--- src/rtl/conv33_scale_bank_pkg.sv ---
// Shared conv33 definitions: loader FSM states and default scale-store geometry.
package conv33_scale_bank_pkg;

  localparam int SCALE_WIDTH_DEF = 24;
  localparam int NUM_CH_DEF      = 16;

  typedef enum logic [1:0] {
    S_EMPTY   = 2'd0,
    S_LOADING = 2'd1,
    S_READY   = 2'd2
  } load_state_t;

endpackage : conv33_scale_bank_pkg

--- src/rtl/conv33_scale_regfile.sv ---
// NUM_CH x SCALE_WIDTH scale register array: one synchronous write port and
// one registered read port. The read register holds its value when no read
// is issued, and a same-cycle write to the read address is not forwarded
// (read-before-write).
module conv33_scale_regfile #(
  parameter int WIDTH = 24,
  parameter int DEPTH = 16,
  parameter int AW    = $clog2(DEPTH)
) (
  input  logic             clk,
  input  logic             rst,
  input  logic             i_we,
  input  logic [AW-1:0]    i_waddr,
  input  logic [WIDTH-1:0] i_wdata,
  input  logic             i_re,
  input  logic [AW-1:0]    i_raddr,
  output logic [WIDTH-1:0] o_rdata
);

  logic [WIDTH-1:0] r_mem [DEPTH];
  logic [WIDTH-1:0] r_rdata;

  // Storage array with a registered read port.
  // NOTE: the array is reset so a freshly reset block never exposes stale
  // scales; this makes it a flop array rather than an inferred RAM macro.
  // NOTE: non-blocking assignments keep the read sampling the pre-write
  // contents of r_mem, which is what gives read-before-write behaviour.
  always_ff @(posedge clk or posedge rst) begin
    if (rst) begin
      for (int i = 0; i < DEPTH; i++) begin
        r_mem[i] <= '0;
      end
      r_rdata <= '0;
    end else begin
      if (i_we) begin
        r_mem[i_waddr] <= i_wdata;
      end
      if (i_re) begin
        r_rdata <= r_mem[i_raddr];
      end
    end
  end

  assign o_rdata = r_rdata;

endmodule : conv33_scale_regfile

--- src/rtl/conv33_scale_bank.sv ---
// Per-output-channel requantisation scale store for the conv33 datapath.
// Accepts a burst of NUM_CH scale words and serves them by channel index with
// one-cycle registered read latency.
// Optional feature: define CONV33_SCALE_SHADOW_EN to add a shadow bank so the
// next layer's scales load while the current set stays readable.
module conv33_scale_bank
  import conv33_scale_bank_pkg::*;
#(
  parameter int SCALE_WIDTH = SCALE_WIDTH_DEF,
  parameter int NUM_CH      = NUM_CH_DEF,
  parameter int CH_W        = $clog2(NUM_CH)
) (
  input  logic                   clk,
  input  logic                   rst,
  input  logic                   load_en,
  input  logic [SCALE_WIDTH-1:0] load_data,
  input  logic                   load_clear,
  input  logic                   read_en,
  input  logic [CH_W-1:0]        read_ch,
  output logic [SCALE_WIDTH-1:0] scale,
  output logic                   valid,
  output logic                   scale_load,
  output logic                   ready,
  output logic                   rd_err
);

  localparam logic [CH_W-1:0] LAST_PTR  = CH_W'(NUM_CH - 1);
  localparam logic [CH_W:0]   NUM_CH_X  = (CH_W + 1)'(NUM_CH);

  load_state_t     r_state;
  logic [CH_W-1:0] r_wr_ptr;
  logic            r_ready;
  logic            r_scale_load;
  logic            r_valid;
  logic            r_rd_err;

  logic            w_beat;
  logic            w_last;
  logic            w_rd_ok;

  // load_clear wins over load_en: a cleared cycle never writes.
  assign w_beat  = load_en & ~load_clear;
  assign w_last  = w_beat & (r_wr_ptr == LAST_PTR);
  assign w_rd_ok = read_en & r_ready & ({1'b0, read_ch} < NUM_CH_X);

`ifdef CONV33_SCALE_SHADOW_EN
  // r_active selects the bank being read; loads go to the other one.
  logic                   r_active;
  logic                   r_rd_bank;
  logic [SCALE_WIDTH-1:0] w_rdata0;
  logic [SCALE_WIDTH-1:0] w_rdata1;
`else
  logic [SCALE_WIDTH-1:0] w_rdata0;
`endif

  // Loader FSM: write pointer, burst state, ready flag and completion pulse.
  always_ff @(posedge clk or posedge rst) begin
    if (rst) begin
      r_state      <= S_EMPTY;
      r_wr_ptr     <= '0;
      r_ready      <= 1'b0;
      r_scale_load <= 1'b0;
`ifdef CONV33_SCALE_SHADOW_EN
      r_active     <= 1'b0;
`endif
    end else begin
      r_scale_load <= w_last;
      if (load_clear) begin
        r_wr_ptr <= '0;
        // Abort returns to whatever was readable before the burst; with a
        // single bank r_ready is already 0 here, so this lands in EMPTY.
        if (r_state == S_LOADING) begin
          r_state <= r_ready ? S_READY : S_EMPTY;
        end
      end else if (load_en) begin
        if (w_last) begin
          r_wr_ptr <= '0;
          r_state  <= S_READY;
          r_ready  <= 1'b1;
`ifdef CONV33_SCALE_SHADOW_EN
          r_active <= ~r_active;
`endif
        end else begin
          r_wr_ptr <= r_wr_ptr + 1'b1;
          r_state  <= S_LOADING;
`ifndef CONV33_SCALE_SHADOW_EN
          // The single bank is being overwritten, so the set is no longer whole.
          r_ready  <= 1'b0;
`endif
        end
      end
    end
  end

  // Read handshake: valid or rd_err one cycle after each read request.
  always_ff @(posedge clk or posedge rst) begin
    if (rst) begin
      r_valid  <= 1'b0;
      r_rd_err <= 1'b0;
`ifdef CONV33_SCALE_SHADOW_EN
      r_rd_bank <= 1'b0;
`endif
    end else begin
      r_valid  <= w_rd_ok;
      r_rd_err <= read_en & ~w_rd_ok;
`ifdef CONV33_SCALE_SHADOW_EN
      // Remember which bank produced the last accepted read so scale holds it.
      if (w_rd_ok) begin
        r_rd_bank <= r_active;
      end
`endif
    end
  end

`ifdef CONV33_SCALE_SHADOW_EN
  conv33_scale_regfile #(
    .WIDTH (SCALE_WIDTH),
    .DEPTH (NUM_CH),
    .AW    (CH_W)
  ) u_bank0 (
    .clk     (clk),
    .rst     (rst),
    .i_we    (w_beat & r_active),
    .i_waddr (r_wr_ptr),
    .i_wdata (load_data),
    .i_re    (w_rd_ok & ~r_active),
    .i_raddr (read_ch),
    .o_rdata (w_rdata0)
  );

  conv33_scale_regfile #(
    .WIDTH (SCALE_WIDTH),
    .DEPTH (NUM_CH),
    .AW    (CH_W)
  ) u_bank1 (
    .clk     (clk),
    .rst     (rst),
    .i_we    (w_beat & ~r_active),
    .i_waddr (r_wr_ptr),
    .i_wdata (load_data),
    .i_re    (w_rd_ok & r_active),
    .i_raddr (read_ch),
    .o_rdata (w_rdata1)
  );

  assign scale = r_rd_bank ? w_rdata1 : w_rdata0;
`else
  conv33_scale_regfile #(
    .WIDTH (SCALE_WIDTH),
    .DEPTH (NUM_CH),
    .AW    (CH_W)
  ) u_bank0 (
    .clk     (clk),
    .rst     (rst),
    .i_we    (w_beat),
    .i_waddr (r_wr_ptr),
    .i_wdata (load_data),
    .i_re    (w_rd_ok),
    .i_raddr (read_ch),
    .o_rdata (w_rdata0)
  );

  assign scale = w_rdata0;
`endif

  assign valid      = r_valid;
  assign scale_load = r_scale_load;
  assign ready      = r_ready;
  assign rd_err     = r_rd_err;

endmodule : conv33_scale_bank

--- config.mk ---
export PLATFORM = sky130hd
export DESIGN_NAME = conv33_scale_bank
export DESIGN_NICKNAME = d
export VERILOG_FILES = /design/src/rtl/conv33_scale_bank_pkg.sv /design/src/rtl/conv33_scale_regfile.sv /design/src/rtl/conv33_scale_bank.sv
export SDC_FILE = /design/constraint.sdc
export NUM_CORES = 1
export LEC_CHECK = 0
export CORE_UTILIZATION = 56
export DETAILED_ROUTE_END_ITERATION = 10
export GPL_ROUTABILITY_DRIVEN = 0
export PLACE_DENSITY = 0.85
export SLEW_MARGIN = 25
export SYNTH_ARGS = -nofsm -noshare
export SYNTH_HDL_FRONTEND = slang
export SYNTH_SLANG_ARGS = --single-unit
--- constraint.sdc ---
create_clock -name clk -period 13.2 [get_ports clk]
set_clock_uncertainty 0.2 [all_clocks]
set_input_delay 1.98 -clock clk [delete_from_list [all_inputs] [get_ports clk]]
set_output_delay 1.98 -clock clk [all_outputs]
set_load 0.02 [all_outputs]
met1.png
Scale bar: 50 µm. Supply wires on this layer in gray. Cells faint in the background.
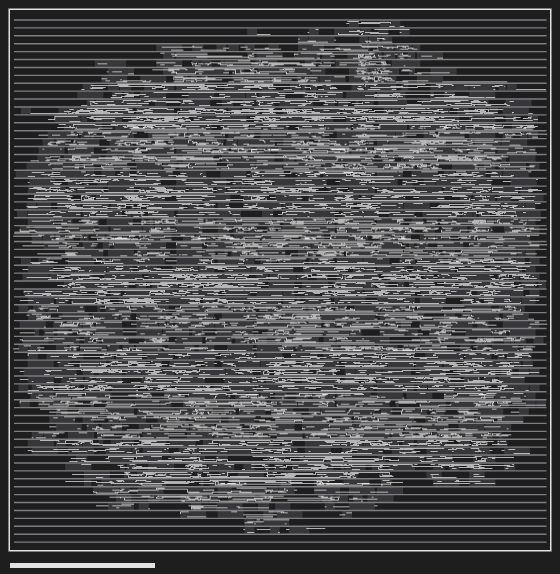
- wire length on this layer: 19400 µm
- nets with wire on the layer: 1335

met2.png
Scale bar: 50 µm. Cells faint in the background.
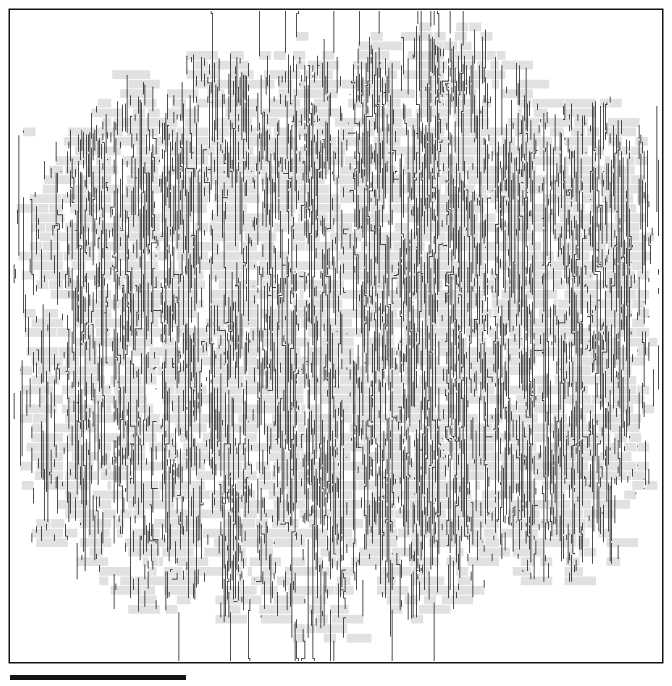
- share of all routed wire: 50%
- longest straight run: 96.6 µm
- nets with wire on the layer: 1323
- main direction: vertical
- wire length on this layer: 22.8 mm

==> notes.md <==
Figures from the flow reports.

Global routing:
- The first global-routing pass estimated 71400 µm of wire.
- The run puts the number of global-route vias before repair at 12.3k.
- The run gives the pin count of the biggest net entering global routing as 186.
- The run gives the residual overflow from global routing as 0.
- The run gives the number of antenna violations at the first check in global routing as 1.
- For this run, the total global-route usage over all layers was measured as 27.5%.

Layout:
- The run gives the number of logic gates as 845.
- The run gives the number of antenna cells inserted as 0.
- The run puts the fraction of layout instances using a drive strength above 1 at 34.8%.
- For this run, the post-layout net count is 1432.
- The run gives the number of sequential cells in the layout as 416.
- The final report gives the standard cell area, fillers excluded, as 21500 µm².
- Ranking logic cells in the layout by count gives the top entries sky130_fd_sc_hd__dfrtp_1 (416), sky130_fd_sc_hd__mux2_2 (345), sky130_fd_sc_hd__mux2i_1 (193).
- The run gives the largest cell class by area as flip-flops and latches.
- The run puts the filler cell count at 2374.
- The run gives the fraction of the core area covered by cells at the end of the flow as 65.3%.
- The layout has 67 clock buffers.
- The run gives the number of signal-net buffers in the layout as 86.
- The run puts the share of the final layout cell area in sequential cells at 48.5%.
- The run gives the multi-input gate share of the layout cell area as 37.5%.
- The area growth from synthesis to layout is 13.6%.
- The run gives the non-clock buffer area fraction after layout as 4.53%.

Route:
- The run gives the met1 wire length as 19400 µm.
- The run gives the initial DRC count as 999.
- The run puts the number of iterations in the first detailed-routing pass at 7.
- The run puts the count of antenna-violating nets left after detailed routing at 0.
- The run puts the routed length on met3 at 2600 µm.
- After detailed routing, no signal wire sits above met5.
- The run puts the amount of wire on met2 after detailed routing at 22800 µm.
- Using the TritonRoute via totals, the vias-per-cell ratio works out to 6.29.
- The run puts the total detailed-routing wirelength at 45900 µm.
- The run gives the DRC violations left as 0.
- The script logs the mean routed wire length per placed instance as 24.6 µm.

Synthesis:
- By area, the combinational part of the netlist is dominated by multiplexers.
- The run puts the post-synthesis sequential area ratio at 55.1%.
- Before any placement, the netlist area is recorded as 18900 µm².
- The run puts the number of distinct library cells after synthesis at 30.
- Yosys reported a register bit count of 416.
- In this run, synthesis inferred 0 flip-flops with an integrated enable.
- The run puts the area share of the leading cell type in the synthesized netlist at 55.1%.
- The average instance in the mapped netlist occupies 13.7 µm².
- After Yosys synthesis, and, or, nand and nor cells account for 4.72% of the synthesized area.
- Measured against the total synthesized area, the mux share comes to 34.0%.
- The run puts the post-synthesis share of cell area spent on and-or and or-and gates at 3.01%.
- For reference, the top cells by area after synthesis are sky130_fd_sc_hd__dfrtp_1 (55%), sky130_fd_sc_hd__mux2_2 (21%), sky130_fd_sc_hd__mux2i_1 (10%).
- The run gives the yosys-reported design area after synthesis as 18900 µm².
- The run puts the net count of the mapped netlist at 1412.
- The run puts the yosys cell count at 1375.
- The run puts the warning count from the yosys run at 0.

Clock tree:
- Looking at the clock tree report, the H-tree level count equals 2.
- The run gives the count of hold-fix buffers inserted at cts as 0.
- Counting the buffers created by CTS gives 42.
- TritonCTS built the clock tree.
- Post-CTS timing repair inserted 0 buffers for setup.
- The cell sitting at the root of the clock tree is a sky130_fd_sc_hd__clkbuf_16.
- On the worst setup and hold paths after CTS, the clock-pin slew comes to 0.06 ns.
- The run gives the buffer levels on the longest clock path as 3.
- Post-CTS repair ended up resizing 0 cells.
- The clock reaches the later pin of the worst-skew pair after 0.53 ns.
- For this design, the sink count on the clock tree is 416.

Floorplanning:
- The horizontal die dimension reported for this design is 186 µm.
- The flow inserted 442 tap cells.
- The run gives the floorplan die height as 186 µm.
- Per the OpenROAD floorplan log, the area of the die is 34500 µm².
- The run puts the row count at 66.
- The floorplan report gives the top-level pin count as 61.
- The run puts the standard cell core area at 32900 µm².
- The run puts the starting density of the core at 57.5%.

Job:
- Max-cap violations in this run came to 0.
- In this run the tools logged warnings totalling 33.

Setup path:
- Among all stages on the critical path, the largest delay is contributed by sky130_fd_sc_hd__nor3_4.
- The run puts the largest stage delay on the critical path at 0.83 ns.
- The run gives the kind of start point of the critical path as an input port.
- STA lists the startpoint of the worst register-to-register path as r_wr_ptr[3].
- Listed in order, past its start point the critical path passes clkdlybuf4s50_1 > nand2b_1 > nor3_4 > buf_4 > mux2_2.
- The run gives the launching element of the worst setup path as load_en.
- Data on the critical path is required at its endpoint by 13.41 ns.
- STA classifies the critical path endpoint as a register.
- Data on the critical path arrives at its endpoint at 4.52 ns.

Timing:
- The run gives the relative slew slack as 25.0%.
- Setup repair after global routing left no endpoint under its margin.
- The run gives the final clock period utilization by the worst path as 32.6%.
- The run gives the actual transition at the worst max-transition pin as 1.13 ns.
- Endpoints failing hold in the final report were tallied at 0.

Outcome:
- The flow ran to the end, and the final reports show no timing, DRC or antenna violations.

Power and ir drop:
- The run puts the total power consumption of the routed design at 2.94 mW.
- The run gives the leakage component of the power as 10.5 nW.

Min path:
- For the worst min-delay path, the startpoint reported by OpenROAD is u_bank0.o_rdata[5].
- The most critical min-delay path falls under reg -> reg.

Placed design:
- The run puts the cell area reported after detailed placement at 20000 µm².
[kinds of logic after synthesis]
logic type	Yosys count
multiplexers	578
flip-flops	416
AND/OR/NAND/NOR	185
buffers and inverters	114
AND-OR/OR-AND	77
adder cells (fa/ha/maj)	4
XOR/XNOR	1
[registers in the layout (all words and copies together), names as in the netlist]
signal	cells
ready	1
r_wr_ptr	4
u_bank0.r_mem	384
valid	1
rd_err	1
u_bank0.o_rdata	24
scale_load	1
[layer usage]
metal / vias up / global-route usage, %
met1: 6259 / 36.3
met3: 82 / 4.17
met2: 407 / 46.4
li1: 5003 / -
met4: 2 / 9.31
met5: - / 0
[cells in the mapped netlist (all sizes together), types with 2 or more instances]
master  instances
ha              4
nand2          80
inv             4
nor3            2
buf            58
a21oi           2
or3             2
nor2           14
clkbuf         52
nand4          24
mux2i         193
nand3b          3
nand2b          3
nor3b           2
nand3          48
dfrtp         416
nor2b           3
a22oi          72
o21ai           2
mux2          385
[through the flow]
step           cells  setup slack [ns]
2_1_floorplan   1375              5.41
3_3_place_gp    1786              8.42
3_5_place_dp    1792              8.38
4_1_cts         1868              8.92
5_1_grt         1869              8.84
6_report        1869              8.89
[final timing paths]
path                                 endpoint  slack (ns)  cells after the start
hold reg to reg            u_bank0.o_rdata[5]        0.28                      2
setup reg to reg            u_bank0.r_mem[97]       10.38                      4
max in group asynchronous  u_bank0.r_mem[194]        9.55                      5
setup / recovery            u_bank0.r_mem[97]        8.89                      5
hold / removal             u_bank0.o_rdata[5]        0.28                      2
min in group asynchronous  u_bank0.r_mem[371]        1.83                      3
[power by group]
group	leakage, nW	total [mW]	internal (mW)	switching (mW)
sequential	5.64	1.42	1.36	0.0528
combinational	4.18	0.274	0.143	0.131
clock	0.719	1.25	0.762	0.487
Power is estimated from default activity; no workload was simulated.
